[src/rtl/audio_sched_pkg.sv]
// Shared constants, sample type and saturating adder for the I2S sample scheduler.
package audio_sched_pkg;

    localparam int FRAME_LEN     = 512;
    localparam int SCK_SHIFT_POS = 15;
    localparam int MCLK_BIT      = 1;
    localparam int SCK_BIT       = 3;
    localparam int LRCK_BIT      = 8;

    typedef struct packed {
        logic [15:0] left;
        logic [15:0] right;
    } stereo_sample_t;

    // Signed 16-bit add clamped to the representable range.
    function automatic logic [15:0] sat_add16(input logic [15:0] a, input logic [15:0] b);
        logic [16:0] sum;
        sum = {a[15], a} + {b[15], b};
        if (sum[16:15] == 2'b01)
            return 16'h7FFF;
        else if (sum[16:15] == 2'b10)
            return 16'h8000;
        else
            return sum[15:0];
    endfunction

endpackage

[src/rtl/rr_arbiter2.sv]
// Two-request arbiter: round-robin or fixed priority to req[0], with last-grant memory.
module rr_arbiter2 (
    input  logic       clk,
    input  logic       rst,
    input  logic       rr_mode,
    input  logic [1:0] req,
    input  logic       update,
    output logic [1:0] gnt
);

    logic last_grant;

    always_comb begin
        gnt = req;
        if (req == 2'b11)
            gnt = (rr_mode && !last_grant) ? 2'b10 : 2'b01;
    end

    always_ff @(posedge clk) begin
        if (rst)
            last_grant <= 1'b1;
        else if (update)
            last_grant <= gnt[1];
    end

endmodule

[src/rtl/i2s_sample_scheduler.sv]
// I2S frame scheduler: clock generation, one-sample-per-frame holding and MSB-first serializer.
// Optional build macro AUDIO_MIX_EN: simultaneous requests are summed with per-channel saturation.
module i2s_sample_scheduler
    import audio_sched_pkg::*;
#(
    parameter bit RR_EN_DEFAULT = 1'b1,
    parameter bit UNDERRUN_HOLD = 1'b0
) (
    input  logic        clk,
    input  logic        rst,
    input  logic        en,
    input  logic        src0_valid,
    input  logic [31:0] src0_data,
    input  logic        src1_valid,
    input  logic [31:0] src1_data,
    output logic        src0_ready,
    output logic        src1_ready,
    output logic        audio_mclk,
    output logic        audio_sck,
    output logic        audio_lrck,
    output logic        audio_sdin,
    output logic        frame_start,
    output logic        underrun,
    output logic [15:0] underrun_cnt
);

    logic [8:0]     cnt;
    logic           hold_full;
    stereo_sample_t hold;
    stereo_sample_t next_hold;
    logic [31:0]    sr;
    logic [31:0]    last_tx;
    logic           boundary;
    logic           shift_pos;
    logic           open;
    logic           accept;
    logic [1:0]     gnt;
    logic           arb_update;

    assign boundary  = (cnt == 9'(FRAME_LEN - 1));
    assign shift_pos = (cnt[3:0] == 4'(SCK_SHIFT_POS));
    // Ready is withheld at the boundary so an accept never races the hold->sr transfer.
    assign open      = en && !hold_full && !boundary;

    rr_arbiter2 u_arb (
        .clk     (clk),
        .rst     (rst),
        .rr_mode (RR_EN_DEFAULT),
        .req     ({src1_valid, src0_valid}),
        .update  (arb_update),
        .gnt     (gnt)
    );

`ifdef AUDIO_MIX_EN
    logic           mix;
    stereo_sample_t mixed;

    assign mix        = src0_valid && src1_valid;
    assign mixed      = {sat_add16(src0_data[31:16], src1_data[31:16]),
                         sat_add16(src0_data[15:0],  src1_data[15:0])};
    assign src0_ready = open && (mix || gnt[0]);
    assign src1_ready = open && (mix || gnt[1]);
    assign arb_update = open && !mix && (gnt != 2'b00);
    assign next_hold  = mix ? mixed : (gnt[1] ? src1_data : src0_data);
`else
    assign src0_ready = open && gnt[0];
    assign src1_ready = open && gnt[1];
    assign arb_update = open && (gnt != 2'b00);
    assign next_hold  = gnt[1] ? src1_data : src0_data;
`endif

    assign accept = src0_ready || src1_ready;

    assign audio_mclk = cnt[MCLK_BIT];
    assign audio_sck  = cnt[SCK_BIT];
    assign audio_lrck = cnt[LRCK_BIT];
    assign audio_sdin = sr[31];

    always_ff @(posedge clk) begin
        if (rst) begin
            cnt          <= '0;
            hold_full    <= 1'b0;
            hold         <= '0;
            sr           <= '0;
            last_tx      <= '0;
            frame_start  <= 1'b0;
            underrun     <= 1'b0;
            underrun_cnt <= '0;
        end else begin
            cnt         <= cnt + 1'b1;
            frame_start <= boundary;
            underrun    <= 1'b0;
            if (boundary) begin
                if (hold_full) begin
                    sr        <= hold;
                    last_tx   <= hold;
                    hold_full <= 1'b0;
                end else begin
                    // Disabled scheduler always sends silence, even in repeat mode.
                    sr <= (UNDERRUN_HOLD && en) ? last_tx : '0;
                    if (en) begin
                        underrun <= 1'b1;
                        if (underrun_cnt != 16'hFFFF)
                            underrun_cnt <= underrun_cnt + 1'b1;
                    end
                end
            end else begin
                if (shift_pos)
                    sr <= {sr[30:0], 1'b0};
                if (accept) begin
                    hold      <= next_hold;
                    hold_full <= 1'b1;
                end
            end
        end
    end

endmodule

[config.mk]
export PLATFORM = sky130hd
export DESIGN_NAME = i2s_sample_scheduler
export DESIGN_NICKNAME = d
export VERILOG_FILES = /design/src/rtl/audio_sched_pkg.sv /design/src/rtl/rr_arbiter2.sv /design/src/rtl/i2s_sample_scheduler.sv
export SDC_FILE = /design/constraint.sdc
export NUM_CORES = 1
export LEC_CHECK = 0
export CAP_MARGIN = 10
export CORE_ASPECT_RATIO = 0.75
export CORE_MARGIN = 2
export CORE_UTILIZATION = 46
export CTS_CLUSTER_DIAMETER = 200
export DETAILED_ROUTE_END_ITERATION = 6
export GPL_TIMING_DRIVEN = 1
export PLACE_DENSITY = 0.78
export SYNTH_ARGS = -nofsm -noshare
export SYNTH_HDL_FRONTEND = slang
export SYNTH_HIERARCHICAL = 1
export SYNTH_SLANG_ARGS = --single-unit
[constraint.sdc]
create_clock -name clk -period 2.7 [get_ports clk]
set_clock_uncertainty 0.1 [all_clocks]
set_input_delay 0.27 -clock clk [delete_from_list [all_inputs] [get_ports clk]]
set_output_delay 0.27 -clock clk [all_outputs]
set_load 0.02 [all_outputs]
Fig. 1: PDN straps and rails
Scale bar: 20 um. Pins as bars on the die edge.
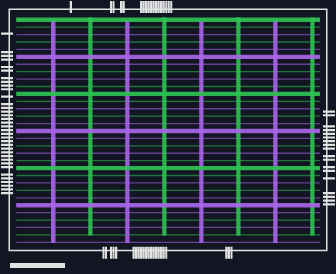
legend:
  VDD:
    colour: green
  VSS:
    colour: purple
met4 straps: 8
rows: 30
met5 straps: 6
signal pins: 93
met1 rails: 31

Fig. 2: placed cells, one colour a class
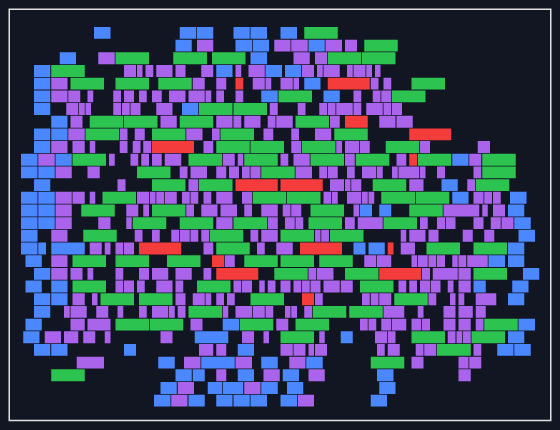
legend:
  flip-flops:
    colour: green
    cells: 93
    share_of_their_area: 34%
  all other logic:
    colour: purple
    cells: 338
    share_of_their_area: 42%
  other buffers and delay cells:
    colour: blue
    cells: 102
    share_of_their_area: 19%
  clock drivers and dummy loads:
    colour: red
    cells: 15
    share_of_their_area: 4.9%

==> flow_summary.json <==
{
  "crit_path_top_delay_cell": "dlygate4sd2_1",
  "final_period_minus_worst_setup_slack_ps": 2390,
  "power_mw": 2.90,
  "ys_seq_elements": 93,
  "total_number_of_vias": 3628,
  "drive_gt1_share_pct": 6.39,
  "total_gr_overflow": 0,
  "layout.core_utilization_pct": 61.6,
  "synth-cells-yosys": 470,
  "final-nonclk-buf-share_pct": 18.4,
  "critPathArrivalTime_ps": 2020,
  "fillers": 800,
  "floorplan.core_util_pct": 47.5,
  "synth_top_cell_by_count": "dfxtp_1",
  "cp-startpoint": "cnt[1]",
  "outcome": "finished, final reports clean",
  "die_x_um": 116,
  "rsz0062_at_grt": "false",
  "drt_wl_total_um": 8920,
  "worst_hold_endpoint": "sr[5]",
  "ys_seq_share_pct": 43.1,
  "synth_cell_types": 39,
  "seq_share_pct": 33.3,
  "grt_pass1_vias": 3464,
  "yosysWarnings": 6,
  "drt-met1-wl_um": 4120,
  "area_leaders": "dfxtp_1 43%, mux2i_1 15%, a211oi_1 5.6%",
  "power.leakage_nw": 2.18,
  "setup_viol_count_final": 0,
  "cellPowerDensity_nw_per_um2": 518,
  "power.ir.vdd_worst_mv": 0.350,
  "number_of_instances_resized_during_post_cts_repair": 1,
  "dpl_worst_slack_ps": 355,
  "holdPathStages": 3,
  "cts_setup_buffers": 0,
  "critPathBufInv": 2,
  "layoutNonFillerInstCount": 676,
  "place_congestion": 0.798,
  "yosysTopAreaCellShare_pct": 43.1,
  "io_pins": 93,
  "fmax_ghz": 0.419,
  "tool_warnings": 26,
  "finalSetupTns_ps": 0,
  "drc_errors": 0,
  "cts_buffer_count": 9,
  "critical_path.reg2reg.startpoint": "cnt[0]",
  "grt_use_total_pct": 18.1,
  "grt_first_pass_wirelength_um": 15000,
  "grt_use_met2_pct": 32.3,
  "final_cell_area_um2": 5590,
  "worstMarginPinSlew_ps": 593,
  "slowest_delay_ps": 330,
  "maximum_number_of_pins_on_one_net_before_global_route_repair": 94,
  "sort_of_element_at_the_start_of_the_critical_path": "flop",
  "reg2reg_setup_slack_ps": 370,
  "non_cts_inverters": 3,
  "yosysChipArea_um2": 4320,
  "timing.max_cap.violations": 0,
  "n_all_buffers": 102,
  "combAreaFraction_pct": 40.5,
  "cts_tree": "done",
  "n_multi_input_combinational_cell": 335,
  "yosys_most_used_dff": "dfxtp_1",
  "layout_top_cells_excl_fill_tap": "93 x dfxtp_1, 89 x clkdlybuf4s50_1, 63 x mux2i_1",
  "clk_root_buffer_cell": "clkbuf_16",
  "clock_tree.htree_level_count": 3,
  "crit_type": "flop to primary output",
  "clock_cell_area_share_pct": 4.79,
  "detailedRoute.firstPassIterationCount": 7
}
-- cells by family after synthesis --
group	Yosys count	synth area share, %
buffers and inverters	42	4.78
xor gates and xnor gates	6	1.22
adders and majority gates	3	0.870
and+or+nand+nor	161	20.7
AOI/OAI and AO/OA	101	14.6
DFF	93	43.1
muxes	63	14.6
other	1	0.0869
-- registers in the layout, summed over array words and instances (netlist names) --
name / count
underrun: 1
sr: 32
hold_full: 1
hold: 32
frame_start: 1
u_arb/last_grant: 1
cnt: 9
underrun_cnt: 16
-- power by group --
group | internal, mW | leakage (nW) | switching, mW | total [mW]
registers | 1.42 | 0.756 | 0.0273 | 1.45
logic | 0.177 | 1.29 | 0.139 | 0.317
clock network | 0.640 | 0.127 | 0.493 | 1.13
Power is estimated from default activity; no workload was simulated.
